## src/rtl/memoreer.sv

```systemverilog
// rtl/memoreer.sv - load/store functional unit answering scoreboard issues as MEMOREER_0
module memoreer (
    input  logic        clk,
    input  logic        CPU_RESET_n,
    input  logic        issue_valid,
    output logic        issue_ready,
    input  logic [2:0]  issue_op,
    input  logic [2:0]  issue_dest,
    input  logic [15:0] issue_base,
    input  logic [15:0] issue_offset,
    input  logic [15:0] issue_data,
    output logic        mem_req,
    output logic        mem_we,
    output logic [15:0] mem_addr,
    output logic [15:0] mem_wdata,
    input  logic        mem_ack,
    input  logic [15:0] mem_rdata,
    output logic        wb_valid,
    input  logic        wb_ready,
    output logic [2:0]  wb_dest,
    output logic [15:0] wb_value,
    output logic [2:0]  wb_fu,
    output logic        complete,
    output logic [2:0]  complete_fu
);

    localparam logic [2:0] FU_ID    = 3'h2;
    localparam logic [2:0] DO_LOAD  = 3'h2;
    localparam logic [2:0] DO_STORE = 3'h3;

    typedef enum logic [1:0] {
        S_IDLE = 2'd0,
        S_MEM  = 2'd1,
        S_WB   = 2'd2
    } state_t;

    state_t      r_state;
    logic [2:0]  r_dest;
    logic        w_legal_op;
    logic        w_accept;
    logic [15:0] w_eff_addr;

    assign issue_ready = (r_state == S_IDLE) && CPU_RESET_n;
    assign w_legal_op  = (issue_op == DO_LOAD) || (issue_op == DO_STORE);
    assign w_accept    = issue_valid && issue_ready && w_legal_op;
    assign w_eff_addr  = issue_base + issue_offset;
    assign wb_fu       = FU_ID;
    assign complete_fu = FU_ID;

    always_ff @(posedge clk) begin
        if (!CPU_RESET_n) begin
            r_state   <= S_IDLE;
            r_dest    <= 3'd0;
            mem_req   <= 1'b0;
            mem_we    <= 1'b0;
            mem_addr  <= 16'd0;
            mem_wdata <= 16'd0;
            wb_valid  <= 1'b0;
            wb_dest   <= 3'd0;
            wb_value  <= 16'd0;
            complete  <= 1'b0;
        end else begin
            complete <= 1'b0;
            case (r_state)
                S_IDLE: begin
                    if (w_accept) begin
                        r_state   <= S_MEM;
                        r_dest    <= issue_dest;
                        mem_req   <= 1'b1;
                        mem_we    <= (issue_op == DO_STORE);
                        mem_addr  <= w_eff_addr;
                        mem_wdata <= issue_data;
                    end
                end
                S_MEM: begin
                    if (mem_ack) begin
                        mem_req <= 1'b0;
                        // r7 is hard-wired, so a load into it finishes like a store
                        if (mem_we || (r_dest == 3'd7)) begin
                            r_state  <= S_IDLE;
                            complete <= 1'b1;
                        end else begin
                            r_state  <= S_WB;
                            wb_valid <= 1'b1;
                            wb_dest  <= r_dest;
                            wb_value <= mem_rdata;
                        end
                    end
                end
                S_WB: begin
                    if (wb_ready) begin
                        r_state  <= S_IDLE;
                        wb_valid <= 1'b0;
                        complete <= 1'b1;
                    end
                end
                default: r_state <= S_IDLE;
            endcase
        end
    end

endmodule
```

## config.mk

```make
export PLATFORM = sky130hd
export DESIGN_NAME = memoreer
export DESIGN_NICKNAME = d
export VERILOG_FILES = /design/src/rtl/memoreer.sv
export SDC_FILE = /design/constraint.sdc
export NUM_CORES = 1
export LEC_CHECK = 0
export CAP_MARGIN = 20
export CORE_MARGIN = 10
export CORE_UTILIZATION = 42
export CTS_CLUSTER_DIAMETER = 80
export CTS_CLUSTER_SIZE = 25
export DETAILED_ROUTE_END_ITERATION = 8
export GPL_ROUTABILITY_DRIVEN = 1
export GPL_TIMING_DRIVEN = 0
export PLACE_DENSITY = 0.8
export SYNTH_ARGS = -nofsm -noshare
export SYNTH_HDL_FRONTEND = slang
export SYNTH_SLANG_ARGS = --single-unit
```

## constraint.sdc

```tcl
create_clock -name clk -period 2.36 [get_ports clk]
set_input_delay 0.472 -clock clk [delete_from_list [all_inputs] [get_ports clk]]
set_output_delay 0.472 -clock clk [all_outputs]
set_load 0.005 [all_outputs]
```

### Placed cells, one colour a class, run 1

Fill, decap, tap and diode cells in grey.
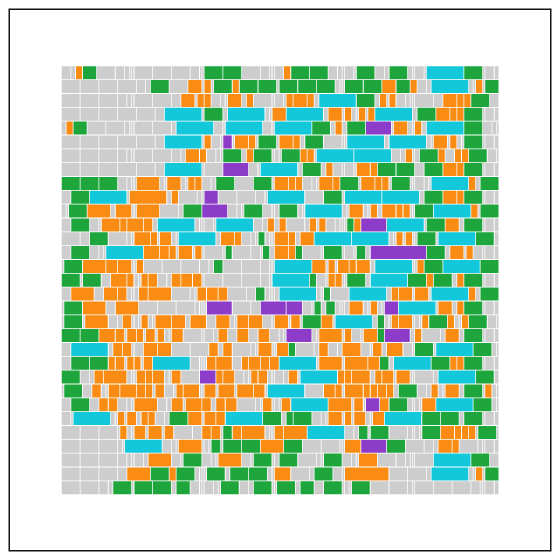
| colour | class | cells | share of their area |
|---|---|---|---|
| purple | clock drivers and dummy loads | 16 | 4.3% |
| cyan | flip-flops | 60 | 26% |
| orange | all other logic | 299 | 39% |
| green | other buffers and delay cells | 156 | 31% |

### Routed metal, one colour a layer, run 1

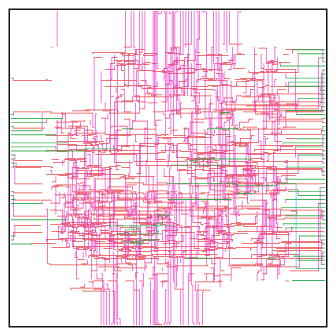
| colour | layer | wire length |
|---|---|---|
| green | met3 | 716 µm |
| cyan | met4 | 31.3 µm |
| red | met1 | 4350 µm |
| magenta | met2 | 4710 µm |

### Cell outlines without signal wires, run 1

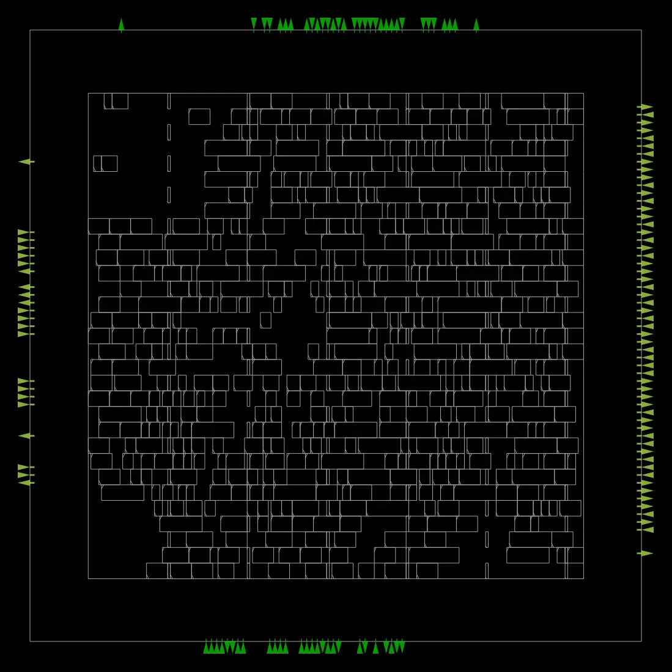
final cell count without fillers: 630
Core ar.: 7250 µm²
tap cells: 99
fill count: 626

### Pin placement, run 1

Pins as bars across the die edge, other pins in grey.
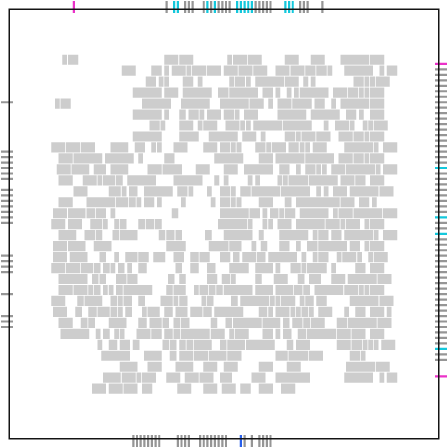
| colour | port | pins | direction | edge |
|---|---|---|---|---|
| blue | CPU_RESET_n | 1 | input | bottom |
| cyan | issue_data | 16 | input | 12 top, 4 right |
| magenta | complete_fu | 3 | output | 2 right, 1 top |
all pins by edge: 56 right, 32 top, 27 bottom, 22 left

==> flow_summary.yaml, run 1 <==
# implementation run metrics
logic_synthesis:
  numSynthFlops: 60
  synth_seq_share_pct: 38.5
  async_reset_ff_share_pct: 0
  ff_type: "dfxtp_1"
  ys_area_um2: 3120
  synthTopCellsByCount: "102 x nand2_1, 60 x dfxtp_1, 43 x a21boi_1"
  ys_cells: 382
  top_cell: "nand2_1"
  edf_count: 0
  ys_top_logic_family: "AND-OR/OR-AND gates"
  top_area_share_pct: 38.5
  synthCells: 382
  avgSynthCellArea_um2: 8.17
  ys_types: 49
  syn_area_um2: 3120
  aoi_share_pct: 22.7
  synthMuxAreaShare_pct: 0.642
  area_leaders: "dfxtp_1 39%, nand2_1 12%, a21boi_1 10%"
  synth_adder_area_share_pct: 8.26
  yosys_warnings: 0
  ys_sh_simple_pct: 22.6
  synth_xor_xnor_area_share_pct: 1.68
cells_and_area:
  comb_area_um2: 1780
  buffer_area_share_pct: 30.0
  seq_area_um2: 1200
  layout_top_cell: "clkdlybuf4s50_1"
  area_growth_pct: 52.5
  nNetsFinal: 621
  stdcell_area_um2: 4760
  flops: 60
  final_cell_mix: "129 x clkdlybuf4s50_1, 102 x nand2_1, 60 x dfxtp_1"
  top_area_cell_class: "combinational gates"
  nClkBuffers: 9
  sh_seq_area_pct: 25.2
  final_util_pct: 65.6
  drive_above_1_share_pct: 7.34
  comb_share_pct: 37.3
  largestRegisters: "mem_addr (16), mem_wdata (16), wb_value (16)"
power:
  powerSeq_mw: 1.12
  p_seq_share_pct: 39.9
  swShare_pct: 29.5
  power_leader: "sequential cells"
  power-per-cell-area_nw_per_um2: 589
  pg_comb_mw: 0.758
  comb_power_share_pct: 27.0
  power_mw: 2.80
  p_clk_share_pct: 33.0
  p_clk_mw: 0.926
  irDropWorstVdd_mv: 0.310
clock_tree:
  post_cts_resized: 1
  clkTransAtPathRegs_ps: 80
  cts.path.max_buffers: 2
  cts_made_buffers: 9
  clock.latency.late_pin_ps: 340
  cts_tree: "built"
  clockRootBuffer: "clkbuf_8"
  clock_sinks: 60
  post-cts-setup-buffers: 0
  hold_buffers: 0
  htree_levels: 3
grt:
  antenna_found_initial: 0
  grt_busiest_layer: "met2"
  use_met1_pct: 20.8
  overflow: 0
  grt_pass1_wl_mm: 15.6
  grt_pass1_vias: 3135
  grtUsageMet2_pct: 27.9
  met3_usage_pct: 4.95
  track_usage_pct: 16.9
setup_path:
  r2r_end: "mem_addr[12]"
  slowest_stage: "clkdlybuf4s50_1"
  timing_worst_setup_path_type: "in2reg"
  arrival_ps: 2540
  cp_slowest_stage_delay_ps: 420
  crit_family: "AND-OR/OR-AND gates"
  path_buffers: 1
  cp-end-kind: "flip-flop"
  path_depth: 8
  cp_cell_sequence: "clkdlybuf4s50_1, ha_1, fa_1, a21oi_2, o21ai_1, a311oi_1, a211o_1, nand3_1"
  reg2reg_slack_ps: 410
  startpoint: "issue_base[0]"
  critPathCapture: "mem_addr[14]"
hold_path:
  hp-class: "reg2reg"
  hold_path_depth: 2
  worstHoldStart: "mem_wdata[12]"
  hold_path_end: "mem_wdata[12]"
floorplanning:
  die_w_um: 106
  io_pins: 137
  fp_util_pct: 43.0
  die-area_um2: 11300
  die_h_um: 106
detailed_routing:
  met2_length_mm: 4.71
  top_layer: "met4"
  wl_met1_mm: 4.35
  wl_per_cell_um: 15.6
  via_per_inst: 5.05
  dr.pass1.iters: 4
  drc: 0
  drtAntennaViolNets: 0
  route.met3.wl_um: 716
  drt-initial-drc-count: 116
  vias: 3179
final_timing:
  period_needed_ps: 2310
  finClkSkew_ps: 8.70
  fmax_mhz: 434
  slew_viol_final: 0
  setup_slack_ps: 54.2
  rsz0062_at_grt: "no"
  whs_ps: 451
  setup_tns_ps: 0
  hold_violations: 0
  worst_pin_slew_ps: 595
  maxSlewHeadroom_pct: 60.3
  finalCritPeriodShare_pct: 97.7
run_status:
  status: "complete, no violations"
place:
  portBuffers: 129
  placed_area_um2: 4550
  place_ws_ps: -374
  place_inst: 614
  dp_hpwl_mm: 7.76
job:
  max_cap_violations: 0
  warning_count: 29
### Routed clock nets over the placement, run 1

The bar under the picture is 20 µm long.
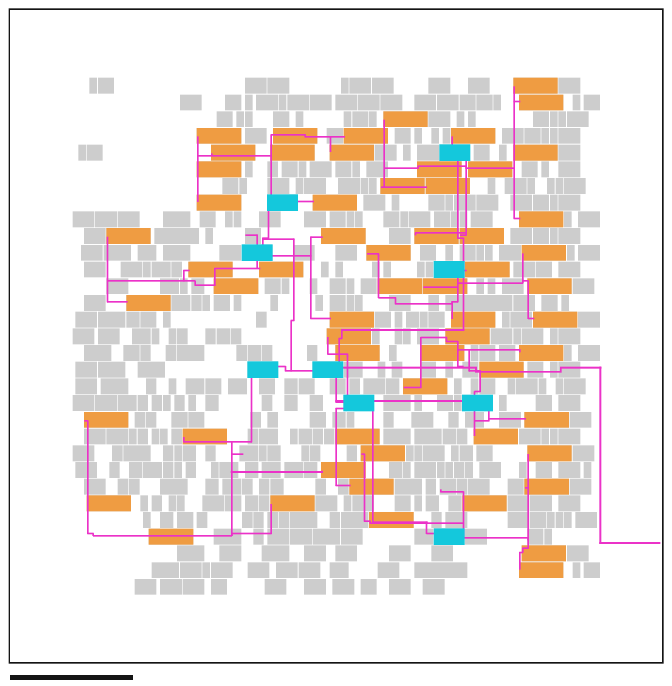

==> run 2, diff against run 1 <==
--- a/config.mk
+++ b/config.mk
@@ -7,13 +7,13 @@
 export LEC_CHECK = 0
 export CAP_MARGIN = 20
 export CORE_MARGIN = 10
-export CORE_UTILIZATION = 42
+export CORE_UTILIZATION = 46
 export CTS_CLUSTER_DIAMETER = 80
 export CTS_CLUSTER_SIZE = 25
 export DETAILED_ROUTE_END_ITERATION = 8
 export GPL_ROUTABILITY_DRIVEN = 1
 export GPL_TIMING_DRIVEN = 0
-export PLACE_DENSITY = 0.8
+export PLACE_DENSITY = 0.87
 export SYNTH_ARGS = -nofsm -noshare
 export SYNTH_HDL_FRONTEND = slang
 export SYNTH_SLANG_ARGS = --single-unit
==> constraint.sdc (replaced) <==
create_clock -name clk -period 2.86 [get_ports clk]
set_input_delay 0.572 -clock clk [delete_from_list [all_inputs] [get_ports clk]]
set_output_delay 0.572 -clock clk [all_outputs]
set_load 0.005 [all_outputs]
### Routed clock nets over the placement, run 2

The bar under the picture is 20 µm long.
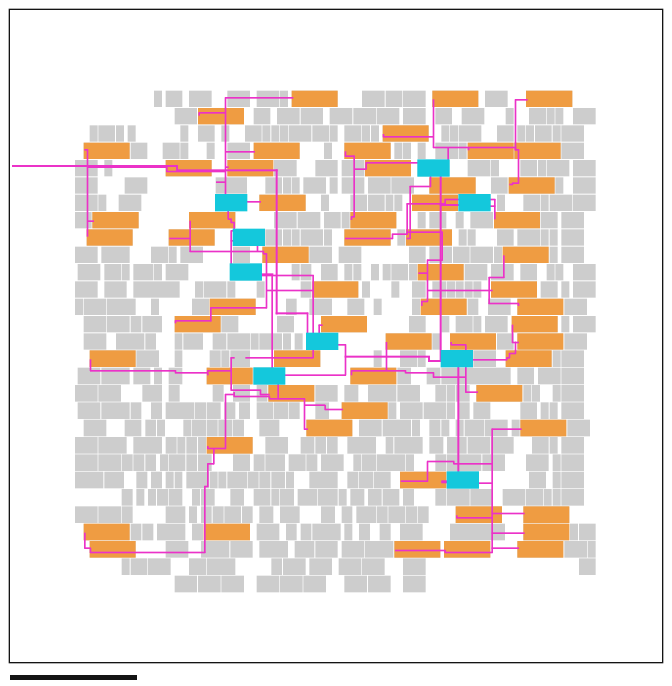
[magenta] clock wires | length: 806 µm
[cyan] cells driving clock nets | count: 9
[orange] flip-flops | count: 60
routed clock nets: 10

### Cell outlines without signal wires, run 2

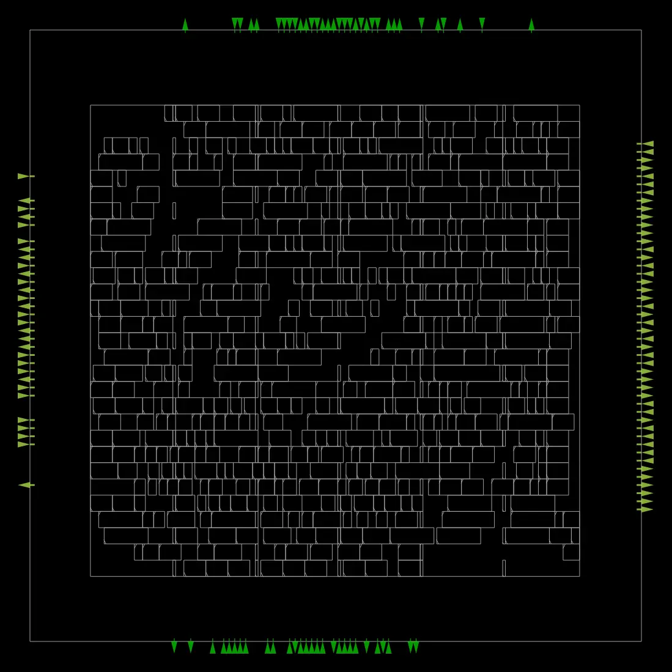
final cell count without fillers: 608
flop share of the area: 25.4%
tap cells: 77
Core ar.: 6460 µm²
fill count: 492

### Pin placement, run 2

Pins as bars across the die edge, other pins in grey.
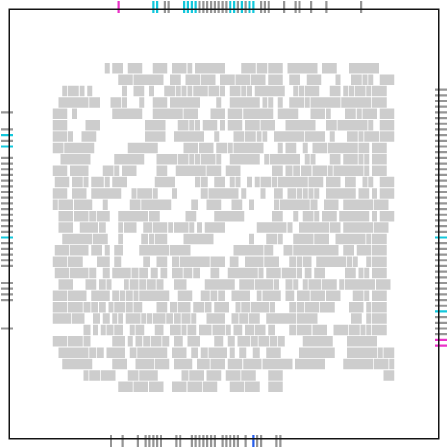
| colour | port | pins | direction | edge |
|---|---|---|---|---|
| blue | CPU_RESET_n | 1 | input | bottom |
| magenta | complete_fu | 3 | output | 2 right, 1 top |
| cyan | issue_data | 16 | input | 11 top, 3 left, 2 right |

==> flow_summary.yaml, run 2 <==
# implementation run metrics
grt:
  grt_pass1_wl_mm: 15.6
  use_met1_pct: 20.5
  grt_pass1_vias: 3185
  grt_busiest_layer: "met2"
  met3_usage_pct: 6.21
  antenna_found_initial: 0
  overflow: 0
cells_and_area:
  seq_area_um2: 1200
  flops: 60
  final_cell_mix: "129 x clkdlybuf4s50_1, 102 x nand2_1, 60 x dfxtp_1"
  stdcell_area_um2: 4720
  area_growth_pct: 51.4
  nClkBuffers: 10
  comb_share_pct: 37.4
  final_util_pct: 73.1
  layout_top_cell: "clkdlybuf4s50_1"
  comb_area_um2: 1770
  drive_above_1_share_pct: 6.97
  largestRegisters: "mem_addr (16), mem_wdata (16), wb_value (16)"
  buffer_area_share_pct: 30.3
  top_area_cell_class: "combinational gates"
final_timing:
  worst_pin_slew_ps: 578
  setup_tns_ps: 0
  slew_viol_final: 0
  finalCritPeriodShare_pct: 90.1
  fmax_mhz: 388
  finClkSkew_ps: 9.28
  rsz0062_at_grt: "no"
  maxSlewHeadroom_pct: 61.5
  hold_violations: 0
  period_needed_ps: 2580
logic_synthesis:
  avgSynthCellArea_um2: 8.17
  synth_adder_area_share_pct: 8.26
  async_reset_ff_share_pct: 0
  aoi_share_pct: 22.7
  ys_sh_simple_pct: 22.6
  top_cell: "nand2_1"
  edf_count: 0
  ys_area_um2: 3120
  synthTopCellsByCount: "102 x nand2_1, 60 x dfxtp_1, 43 x a21boi_1"
  top_area_share_pct: 38.5
  synth_xor_xnor_area_share_pct: 1.68
  yosys.area.top_type: "dfxtp_1"
  synthMuxAreaShare_pct: 0.642
  area_leaders: "dfxtp_1 39%, nand2_1 12%, a21boi_1 10%"
  ff_type: "dfxtp_1"
  syn_area_um2: 3120
  yosys_warnings: 0
  ys_cells: 382
  ys_types: 49
clock_tree:
  post-cts-setup-buffers: 0
  cts_made_buffers: 9
  post_cts_resized: 0
  clockRootBuffer: "clkbuf_8"
  clkTransAtPathRegs_ps: 70
  cts_tree: "built"
  clock_sinks: 60
  cts.path.max_buffers: 2
  clock.latency.late_pin_ps: 330
  htree_levels: 3
power:
  p_clk_share_pct: 33.2
  powerSeq_mw: 0.924
  power-per-cell-area_nw_per_um2: 492
  p_seq_share_pct: 39.8
  power_leader: "sequential cells"
  comb_power_share_pct: 27.0
  irDropWorstVdd_mv: 0.282
  power_mw: 2.32
  swShare_pct: 28.9
  p_int_mw: 1.65
detailed_routing:
  drtAntennaViolNets: 0
  vias: 3257
  drt-initial-drc-count: 205
  top_layer: "met4"
  wl_per_cell_um: 16.5
  met2_length_mm: 4.89
  wl_met1_mm: 4.07
  route.met3.wl_um: 956
  via_per_inst: 5.36
run_status:
  status: "complete, no violations"
setup_path:
  path_buffers: 1
  path_depth: 8
  startpoint: "issue_base[0]"
  cp-end-kind: "flip-flop"
  slowest_stage: "a311oi_1"
  timing_worst_setup_path_type: "in2reg"
  cp_slowest_stage_delay_ps: 450
  cp_cell_sequence: "clkdlybuf4s50_1, ha_1, fa_1, a21oi_1, o21ai_1, a311oi_1, a211o_1, nand3_1"
  reg2reg_slack_ps: 910
  arrival_ps: 2790
  crit_family: "AND-OR/OR-AND gates"
  critPathCapture: "mem_addr[14]"
place:
  place_inst: 592
  place_ws_ps: -5.50
  gp_congestion: 0.919
  dp_hpwl_mm: 8.06
hold_path:
  hp-class: "reg2reg"
  hold_path_end: "mem_wdata[8]"
  worstHoldStart: "mem_wdata[8]"
  hold_path_depth: 2
floorplanning:
  die-area_um2: 10500
  die_w_um: 102
  die_h_um: 102
  fp_util_pct: 48.3
  io_pins: 137
job:
  max_cap_violations: 0
  warning_count: 29
Power figures rest on the tool's default switching activity, not on a simulated workload.
